**Placement view**

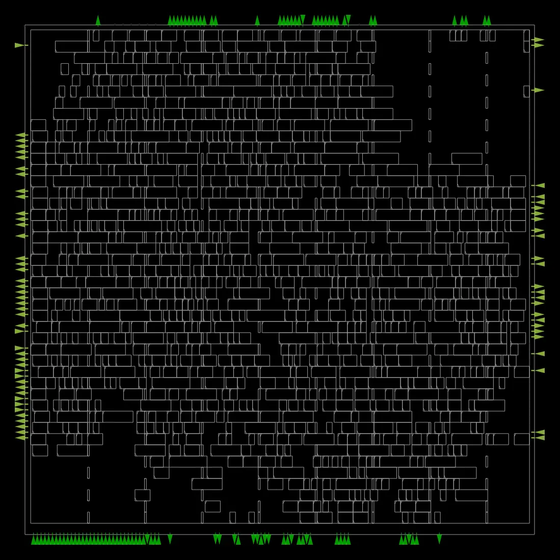
**Wiring by layer**

(4 px per um) Only two layers are drawn.
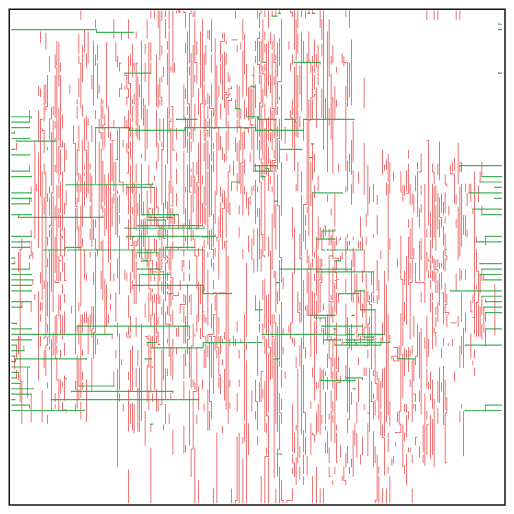
**Cells by drive strength**

(4 px per um)
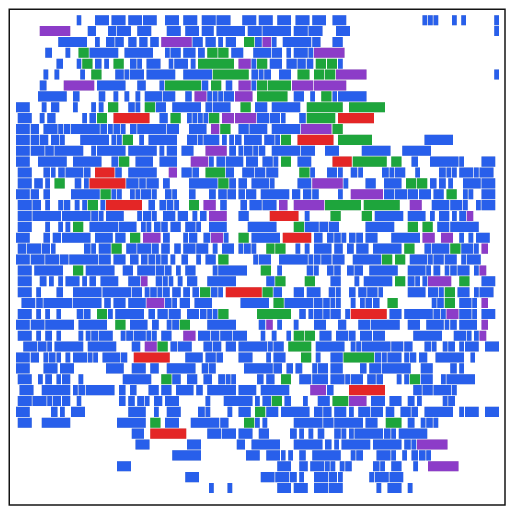
**I/O pins on the die edge**

(4 px per um) Pins as bars across the die edge, other pins in grey.
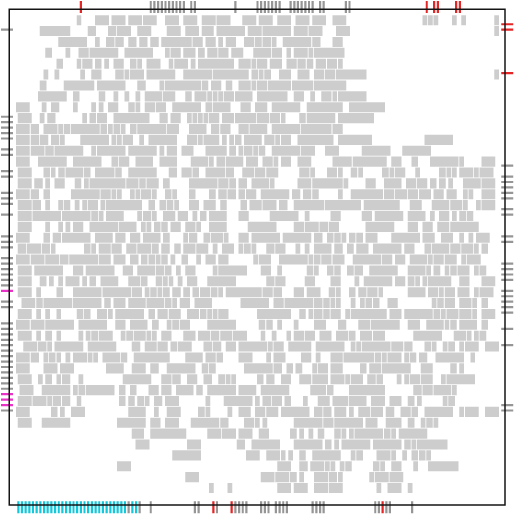
**Wires at chosen ports, followed through buffers**

(2 px per um)
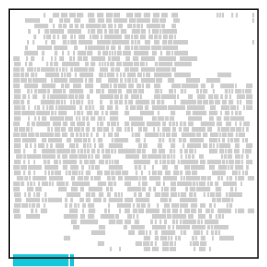
===== config.mk =====
export PLATFORM = sky130hd
export DESIGN_NAME = iccm_loader_flat
export DESIGN_NICKNAME = d
export VERILOG_FILES = /design/src/rtl/iccm_loader_pkg.sv /design/src/rtl/iccm_loader_if.sv /design/src/rtl/iccm_byte_packer.sv /design/src/rtl/iccm_loader.sv /design/src/flat_wrapper.sv
export SDC_FILE = /design/constraint.sdc
export NUM_CORES = 1
export LEC_CHECK = 0
export CORE_MARGIN = 1
export CORE_UTILIZATION = 46
export DETAILED_ROUTE_END_ITERATION = 16
export GPL_TIMING_DRIVEN = 1
export PLACE_DENSITY = 0.78
export SYNTH_ARGS = -nofsm -noshare
export SYNTH_HDL_FRONTEND = slang
export SYNTH_SLANG_ARGS = --single-unit

===== constraint.sdc =====
create_clock -name clock -period 2.8 [get_ports clock]
set_clock_uncertainty 0.2 [all_clocks]
set_input_delay 0.42 -clock clock [delete_from_list [all_inputs] [get_ports clock]]
set_output_delay 0.42 -clock clock [all_outputs]
set_load 0.005 [all_outputs]

===== src/rtl/iccm_loader_pkg.sv =====
// iccm_loader_pkg: shared constants and state encoding for the ICCM boot loader
package iccm_loader_pkg;
  localparam int WORD_BYTES = 4;
  localparam logic [3:0] WE_FULL = 4'hF;
  localparam logic [3:0] WE_NONE = 4'h0;
  localparam logic [2:0] S_IDLE = 3'd0;
  localparam logic [2:0] S_FILL = 3'd1;
  localparam logic [2:0] S_WRITE = 3'd2;
  localparam logic [2:0] S_RD_REQ = 3'd3;
  localparam logic [2:0] S_RD_WAIT = 3'd4;
  localparam logic [2:0] S_DONE = 3'd5;
  typedef enum logic [2:0] {
    IDLE = S_IDLE,
    FILL = S_FILL,
    WRITE = S_WRITE,
    RD_REQ = S_RD_REQ,
    RD_WAIT = S_RD_WAIT,
    DONE = S_DONE
  } loader_state_e;
endpackage


===== src/rtl/iccm_loader_if.sv =====
// iccm_loader_if: control, byte-stream and ICCM port bundle of the boot loader
//   master: loader side (drives s_ready, status, mem_* requests)
//   slave : environment side (drives start/config, byte stream, ICCM read return)
interface iccm_loader_if #(parameter int ADDR_W = 12);
  logic start;
  logic [ADDR_W-1:0] base_addr;
  logic [ADDR_W:0] num_words;
  logic s_valid;
  logic [7:0] s_data;
  logic s_ready;
  logic busy;
  logic done;
  logic error;
  logic [ADDR_W-1:0] err_addr;
  logic [31:0] checksum;
  logic mem_req;
  logic [ADDR_W-1:0] mem_addr;
  logic [31:0] mem_wdata;
  logic [3:0] mem_we;
  logic [31:0] mem_rdata;
  logic mem_rvalid;
  modport master (
    input start, base_addr, num_words, s_valid, s_data, mem_rdata, mem_rvalid,
    output s_ready, busy, done, error, err_addr, checksum, mem_req, mem_addr, mem_wdata, mem_we
  );
  modport slave (
    output start, base_addr, num_words, s_valid, s_data, mem_rdata, mem_rvalid,
    input s_ready, busy, done, error, err_addr, checksum, mem_req, mem_addr, mem_wdata, mem_we
  );
endinterface


===== src/rtl/iccm_byte_packer.sv =====
// iccm_byte_packer: packs accepted stream bytes little-endian into 32-bit words
//   clock_i, flush_i (clears byte count and word), en_i (accept window),
//   s_valid_i/s_data_i/s_ready_o byte stream, word_valid_o, word_o
module iccm_byte_packer
  import iccm_loader_pkg::*;
(
  input  logic clock_i,
  input  logic flush_i,
  input  logic en_i,
  input  logic s_valid_i,
  input  logic [7:0] s_data_i,
  output logic s_ready_o,
  output logic word_valid_o,
  output logic [8*WORD_BYTES-1:0] word_o
);
  localparam int CW = $clog2(WORD_BYTES);
  logic [CW-1:0] cnt_q;
  logic [8*WORD_BYTES-1:0] word_q;
  logic acc;
  assign s_ready_o = en_i;
  assign acc = en_i && s_valid_i;
  // Fires while the last byte is being accepted; word_o is complete from the next cycle.
  assign word_valid_o = acc && cnt_q == CW'(WORD_BYTES - 1);
  assign word_o = word_q;
  // Shifting in at the top lands the first byte in [7:0] after a full word.
  always_ff @(posedge clock_i) begin
    if (flush_i) begin
      cnt_q <= '0;
      word_q <= '0;
    end else if (acc) begin
      cnt_q <= cnt_q + CW'(1);
      word_q <= {s_data_i, word_q[8*WORD_BYTES-1:8]};
    end
  end
endmodule


===== src/rtl/iccm_loader.sv =====
// iccm_loader: streams boot bytes into consecutive ICCM words with an additive checksum
//   clock, reset (sync, active-high), bus (iccm_loader_if.master: start/config,
//   byte stream, status, ICCM request port)
//   ICCM_LOADER_VERIFY_EN: read back all words and compare their sum, with read timeout
module iccm_loader
  import iccm_loader_pkg::*;
#(
  parameter int ADDR_W = 12,
  parameter int TIMEOUT = 8
) (
  input logic clock,
  input logic reset,
  iccm_loader_if.master bus
);
  localparam int NW = ADDR_W + 1;
  loader_state_e state_q, state_d;
  logic [ADDR_W-1:0] base_q, word_addr;
  logic [NW-1:0] num_q, idx_q;
  logic [31:0] chk_q, pk_word;
  logic done_q, start_acc, last, mem_req, pk_valid;
  assign start_acc = bus.start && state_q == IDLE;
  assign last = idx_q == num_q - NW'(1);
  assign word_addr = base_q + idx_q[ADDR_W-1:0];
  iccm_byte_packer u_packer (
    .clock_i(clock),
    .flush_i(reset || start_acc),
    .en_i(state_q == FILL),
    .s_valid_i(bus.s_valid),
    .s_data_i(bus.s_data),
    .s_ready_o(bus.s_ready),
    .word_valid_o(pk_valid),
    .word_o(pk_word)
  );
`ifdef ICCM_LOADER_VERIFY_EN
  localparam int TW = $clog2(TIMEOUT + 1);
  logic [TW-1:0] tmo_q;
  logic [31:0] vsum_q, vsum_d;
  logic err_q, timeout;
  logic [ADDR_W-1:0] err_addr_q;
  assign vsum_d = vsum_q + bus.mem_rdata;
  assign timeout = tmo_q == TW'(TIMEOUT - 1);
`endif
  always_comb begin
    state_d = state_q;
    case (state_q)
      IDLE: state_d = !bus.start ? IDLE : bus.num_words == '0 ? DONE : FILL;
      FILL: state_d = pk_valid ? WRITE : FILL;
`ifdef ICCM_LOADER_VERIFY_EN
      WRITE: state_d = last ? RD_REQ : FILL;
      RD_REQ: state_d = RD_WAIT;
      RD_WAIT: state_d = bus.mem_rvalid ? (last ? DONE : RD_REQ) : timeout ? DONE : RD_WAIT;
`else
      WRITE: state_d = last ? DONE : FILL;
`endif
      DONE: state_d = IDLE;
      default: state_d = IDLE;
    endcase
  end
  always_ff @(posedge clock) begin
    if (reset) begin
      state_q <= IDLE;
      base_q <= '0;
      num_q <= '0;
      idx_q <= '0;
      chk_q <= '0;
      done_q <= 1'b0;
    end else begin
      state_q <= state_d;
      // done trails the DONE state by a cycle so it never overlaps busy.
      done_q <= state_q == DONE;
      if (start_acc) begin
        base_q <= bus.base_addr;
        num_q <= bus.num_words;
        idx_q <= '0;
        chk_q <= '0;
      end
      if (state_q == WRITE) begin
        chk_q <= chk_q + pk_word;
        idx_q <= last ? '0 : idx_q + NW'(1);
      end
`ifdef ICCM_LOADER_VERIFY_EN
      if (state_q == RD_WAIT && bus.mem_rvalid) idx_q <= idx_q + NW'(1);
`endif
    end
  end
`ifdef ICCM_LOADER_VERIFY_EN
  always_ff @(posedge clock) begin
    if (reset) begin
      tmo_q <= '0;
      vsum_q <= '0;
      err_q <= 1'b0;
      err_addr_q <= '0;
    end else begin
      if (start_acc) begin
        vsum_q <= '0;
        err_q <= 1'b0;
        err_addr_q <= '0;
      end
      if (state_q == RD_REQ) tmo_q <= '0;
      if (state_q == RD_WAIT) begin
        tmo_q <= tmo_q + TW'(1);
        if (bus.mem_rvalid) begin
          vsum_q <= vsum_d;
          if (last && vsum_d != chk_q) begin
            err_q <= 1'b1;
            err_addr_q <= base_q;
          end
        end else if (timeout) begin
          err_q <= 1'b1;
          err_addr_q <= word_addr;
        end
      end
    end
  end
  assign bus.error = err_q;
  assign bus.err_addr = err_addr_q;
`else
  localparam int unused_timeout = TIMEOUT;
  logic unused_rd;
  assign unused_rd = ^{bus.mem_rdata, bus.mem_rvalid};
  assign bus.error = 1'b0;
  assign bus.err_addr = '0;
`endif
  assign mem_req = state_q == WRITE || state_q == RD_REQ;
  assign bus.mem_req = mem_req;
  assign bus.mem_we = state_q == WRITE ? WE_FULL : WE_NONE;
  assign bus.mem_addr = mem_req ? word_addr : '0;
  assign bus.mem_wdata = state_q == WRITE ? pk_word : '0;
  assign bus.busy = state_q == FILL || state_q == WRITE || state_q == RD_REQ || state_q == RD_WAIT;
  assign bus.done = done_q;
  assign bus.checksum = chk_q;
endmodule


===== src/flat_wrapper.sv =====
// flat-port wrapper written by rule: the top's interface ports become plain ports
module iccm_loader_flat import iccm_loader_pkg::*;
#(
  parameter int ADDR_W = 12,
  parameter int TIMEOUT = 8
)
  (clock, reset, bus_start, bus_base_addr, bus_num_words, bus_s_valid, bus_s_data, bus_mem_rdata, bus_mem_rvalid, bus_s_ready, bus_busy, bus_done, bus_error, bus_err_addr, bus_checksum, bus_mem_req, bus_mem_addr, bus_mem_wdata, bus_mem_we);
  iccm_loader_if #(.ADDR_W(ADDR_W)) bus_i ();
  input logic clock;
  input logic reset;
  input wire logic [$bits(bus_i.start)-1:0] bus_start;
  input wire logic [$bits(bus_i.base_addr)-1:0] bus_base_addr;
  input wire logic [$bits(bus_i.num_words)-1:0] bus_num_words;
  input wire logic [$bits(bus_i.s_valid)-1:0] bus_s_valid;
  input wire logic [$bits(bus_i.s_data)-1:0] bus_s_data;
  input wire logic [$bits(bus_i.mem_rdata)-1:0] bus_mem_rdata;
  input wire logic [$bits(bus_i.mem_rvalid)-1:0] bus_mem_rvalid;
  output wire logic [$bits(bus_i.s_ready)-1:0] bus_s_ready;
  output wire logic [$bits(bus_i.busy)-1:0] bus_busy;
  output wire logic [$bits(bus_i.done)-1:0] bus_done;
  output wire logic [$bits(bus_i.error)-1:0] bus_error;
  output wire logic [$bits(bus_i.err_addr)-1:0] bus_err_addr;
  output wire logic [$bits(bus_i.checksum)-1:0] bus_checksum;
  output wire logic [$bits(bus_i.mem_req)-1:0] bus_mem_req;
  output wire logic [$bits(bus_i.mem_addr)-1:0] bus_mem_addr;
  output wire logic [$bits(bus_i.mem_wdata)-1:0] bus_mem_wdata;
  output wire logic [$bits(bus_i.mem_we)-1:0] bus_mem_we;
  assign bus_i.start = bus_start;
  assign bus_i.base_addr = bus_base_addr;
  assign bus_i.num_words = bus_num_words;
  assign bus_i.s_valid = bus_s_valid;
  assign bus_i.s_data = bus_s_data;
  assign bus_i.mem_rdata = bus_mem_rdata;
  assign bus_i.mem_rvalid = bus_mem_rvalid;
  assign bus_s_ready = bus_i.s_ready;
  assign bus_busy = bus_i.busy;
  assign bus_done = bus_i.done;
  assign bus_error = bus_i.error;
  assign bus_err_addr = bus_i.err_addr;
  assign bus_checksum = bus_i.checksum;
  assign bus_mem_req = bus_i.mem_req;
  assign bus_mem_addr = bus_i.mem_addr;
  assign bus_mem_wdata = bus_i.mem_wdata;
  assign bus_mem_we = bus_i.mem_we;
  iccm_loader #(.ADDR_W(ADDR_W), .TIMEOUT(TIMEOUT)) u_core (.clock(clock), .reset(reset), .bus(bus_i));
endmodule

==> flow_summary.ini <==
; implementation run metrics
[status]
status = finished with violations
violations = setup timing

[pwr]
p_comb_share_pct = 10.5
leakage_nw = 3.735
powerDensity_nw_per_um2 = 347.3
pwr-share-seq_pct = 50.1
p_sw_share_pct = 25.56

[placed_design]
placed_area_um2 = 8564
io_buffers = 120
gp_congestion = 0.9130
dp_hpwl_um = 13670

[hold_path]
hold_class = in -> reg
whs_path_depth = 2
whs_endpoint = u_core.idx_q[0]$_SDFFE_PP0P_
worstHoldStart = reset

[worst_setup_path]
cp-end-kind = output pin
cp-start-kind = flop
worst-r2r-cell-count = 10
regToRegStartpoint = u_core.u_packer.word_o[2]$_SDFFE_PP0P_
critPathSlowestCell = dfxtp_2
crit_chain = ha_4 > fa_2 > a21o_1 > a21o_1 > a21o_1 > a21oi_2 > o21a_1 > buf_4 > xor2_1 > nor2_1 > buf_2
worstPathMaxFanout = 2

[route]
ant_nets = 0
first_iter_violations = 491
top_layer = met4
wl_met2_um = 9220
dr.pass1.iters = 5

[sta]
setup_tns_ns = -0.7399
period_minus_slack_ns = 3.049
setup_ws_ns = -0.2490
hold_viol = 0
max_freq_mhz = 328.0
worst_pin_slew_ns = 1.026
timing.hold.ws_ns = 0.2327
drv_slew = 0
setup_viol_count_final = 5

[synth]
top_cell_area_share_pct = 31.79
ys_dominant_reg_cell = dfxtp_1
edf_count = 0
yosysUniqueCellTypes = 67
yosys_warnings = 0
area_leaders = dfxtp_1 (32%), nand2_1 (9.2%), ha_1 (8.3%)
postSynthAreaPerCell_um2 = 7.675
netlist_area_um2 = 6800
synth_area_leader_cell = dfxtp_1
ys_seq_share_pct = 31.79

[clock_network]
cts_buffers = 9
htreeDepth = 3
clk_path_buf_depth = 2
root_buffer = clkbuf_16

[final_layout]
lay_top_count = nand2_1
final_cell_area_um2 = 9134

[grt]
track_usage_pct = 25.25
grt_max_degree = 41
Back to the opening pictures, 'placement view':
Fillers: 1,305
Post-Layout Cell Count: 1,240
Seq/total area: 23.89%
final core utilization: 63.08%
flop count: 108

Back to the opening pictures, 'wiring by layer':
Key: M3 = green [wire length 1,030 um]; M2 = red [wire length 9,220 um]
Vias: 6,843
routed len/inst: 15.66 um
routed wire length: 19,420 um

Back to the opening pictures, 'cells by drive strength':
Key: x2 = purple [cells 47]; x6 and larger = red [cells 14, most used clkbuf_16]; x3 and x4 = green [cells 99, most used buf_4]; x1 and smaller = blue [cells 895, most used nand2_1]

Back to the opening pictures, 'I/O pins on the die edge':
Key: `bus_err_addr` = red [pins 12, direction output, edge 6 top, 3 right, 3 bottom]; `bus_mem_rdata` = cyan [pins 32, direction input, edge bottom]; `bus_mem_we` = magenta [pins 4, direction output, edge left]
All pins by edge: 61 bottom, 43 left, 37 top, 26 right.

Back to the opening pictures, 'wires at chosen ports, followed through buffers':
Key: `bus_mem_rdata` = cyan [bits 32, direction input, edge bottom, end cells 0, buffers 0]

==> timing repair <==
item	4_1_cts	5_1_grt
endpoints found under the setup margin	41	43
hold buffers	0	0
pin swaps	23	29
cloned	0	1
gates resized	45	43
setup buffers	2	4
==> flip-flops by register name, summed over array words and instances (netlist names) <==
register	cells
u_core.u_packer.word_o	32
u_core.bus.checksum	32
u_core.u_packer.cnt_q	2
u_core.bus.done	1
u_core.idx_q	13
u_core.base_q	12
u_core.state_q	3
u_core.num_q	13
==> final cells by class <==
cell class / count / area [um^2]
multi-input combinational: 708 / 4533
inverter: 22 / 85.08
sequential: 108 / 2182
clock inverter: 3 / 21.27
antenna: 1 / 2.502
timing repair buffer: 201 / 1819
clock buffer: 13 / 260.3
fill: 1305 / 5345
tap: 184 / 230.2
==> worst max-delay path: cells and delay by family (launching register included) <==
kind | cells | cell delay (ns)
buffers and inverters | 2 | 0.23
AND/OR/NAND/NOR | 1 | 0.05
XOR/XNOR | 1 | 0.13
AND-OR/OR-AND | 5 | 0.82
adder cells (fa/ha/maj) | 2 | 0.50
flip-flops | 1 | 0.34
==> cell usage after synthesis (all sizes together) (10+ instances only) <==
library cell / instances
nand2: 166
a21oi: 110
dfxtp: 108
nor2: 61
ha: 45
clkbuf: 39
and2: 37
o21ai: 35
xnor2: 33
inv: 22
nand3: 22
buf: 21
xor2: 19
a22oi: 18
a21o: 17
nor3: 12
a211oi: 10
==> per-layer routing <==
layer	vias up	track usage, %
met5	-	0
met4	0	8.810
met3	34	3.571
met2	210	43.37
met1	3197	32.17
li1	3402	-
==> cell families (layout without fill, tap and decap cells) <==
group	count (synthesis)	count (layout)	synth area share, %
buffers and inverters	82	239	5.630
XOR/XNOR	52	52	6.697
other	1	14	0.05514
multiplexers	4	4	0.5888
adder cells (fa/ha/maj)	47	47	8.868
AND-OR/OR-AND	243	243	22.41
AND/OR/NAND/NOR	349	349	23.96
flip-flops	108	108	31.79
==> how the worst max path moves through the flow <==
stage                        to                     startpoint  slack (ns)  cells after the start
6_report        bus_mem_addr[8]  u_core.base_q[0]$_SDFFE_PP0P_       -0.25                     11
5_1_grt        bus_mem_addr[10]  u_core.base_q[0]$_SDFFE_PP0P_       -0.38                     11
4_1_cts        bus_mem_addr[10]  u_core.base_q[0]$_SDFFE_PP0P_       -0.26                     11
3_5_place_dp   bus_mem_addr[10]   u_core.idx_q[0]$_SDFFE_PP0P_       -0.45                     11
3_3_place_gp   bus_mem_addr[10]   u_core.idx_q[0]$_SDFFE_PP0P_       -0.41                     11
2_1_floorplan  bus_mem_addr[10]   u_core.idx_q[0]$_SDFFE_PP0P_        0.02                     10
==> power by group through the flow <==
| stage | registers [mW] | clock network, mW | logic (mW) |
|---|---|---|---|
| 2_1_floorplan | 1.62 | 0 | 0.216 |
| 3_3_place_gp | 1.62 | 0 | 0.323 |
| 3_5_place_dp | 1.63 | 0 | 0.328 |
| 4_1_cts | 1.59 | 1.26 | 0.332 |
| 5_1_grt | 1.59 | 1.33 | 0.368 |
| 6_report | 1.59 | 1.25 | 0.332 |
Power figures rest on the tool's default switching activity, not on a simulated workload.
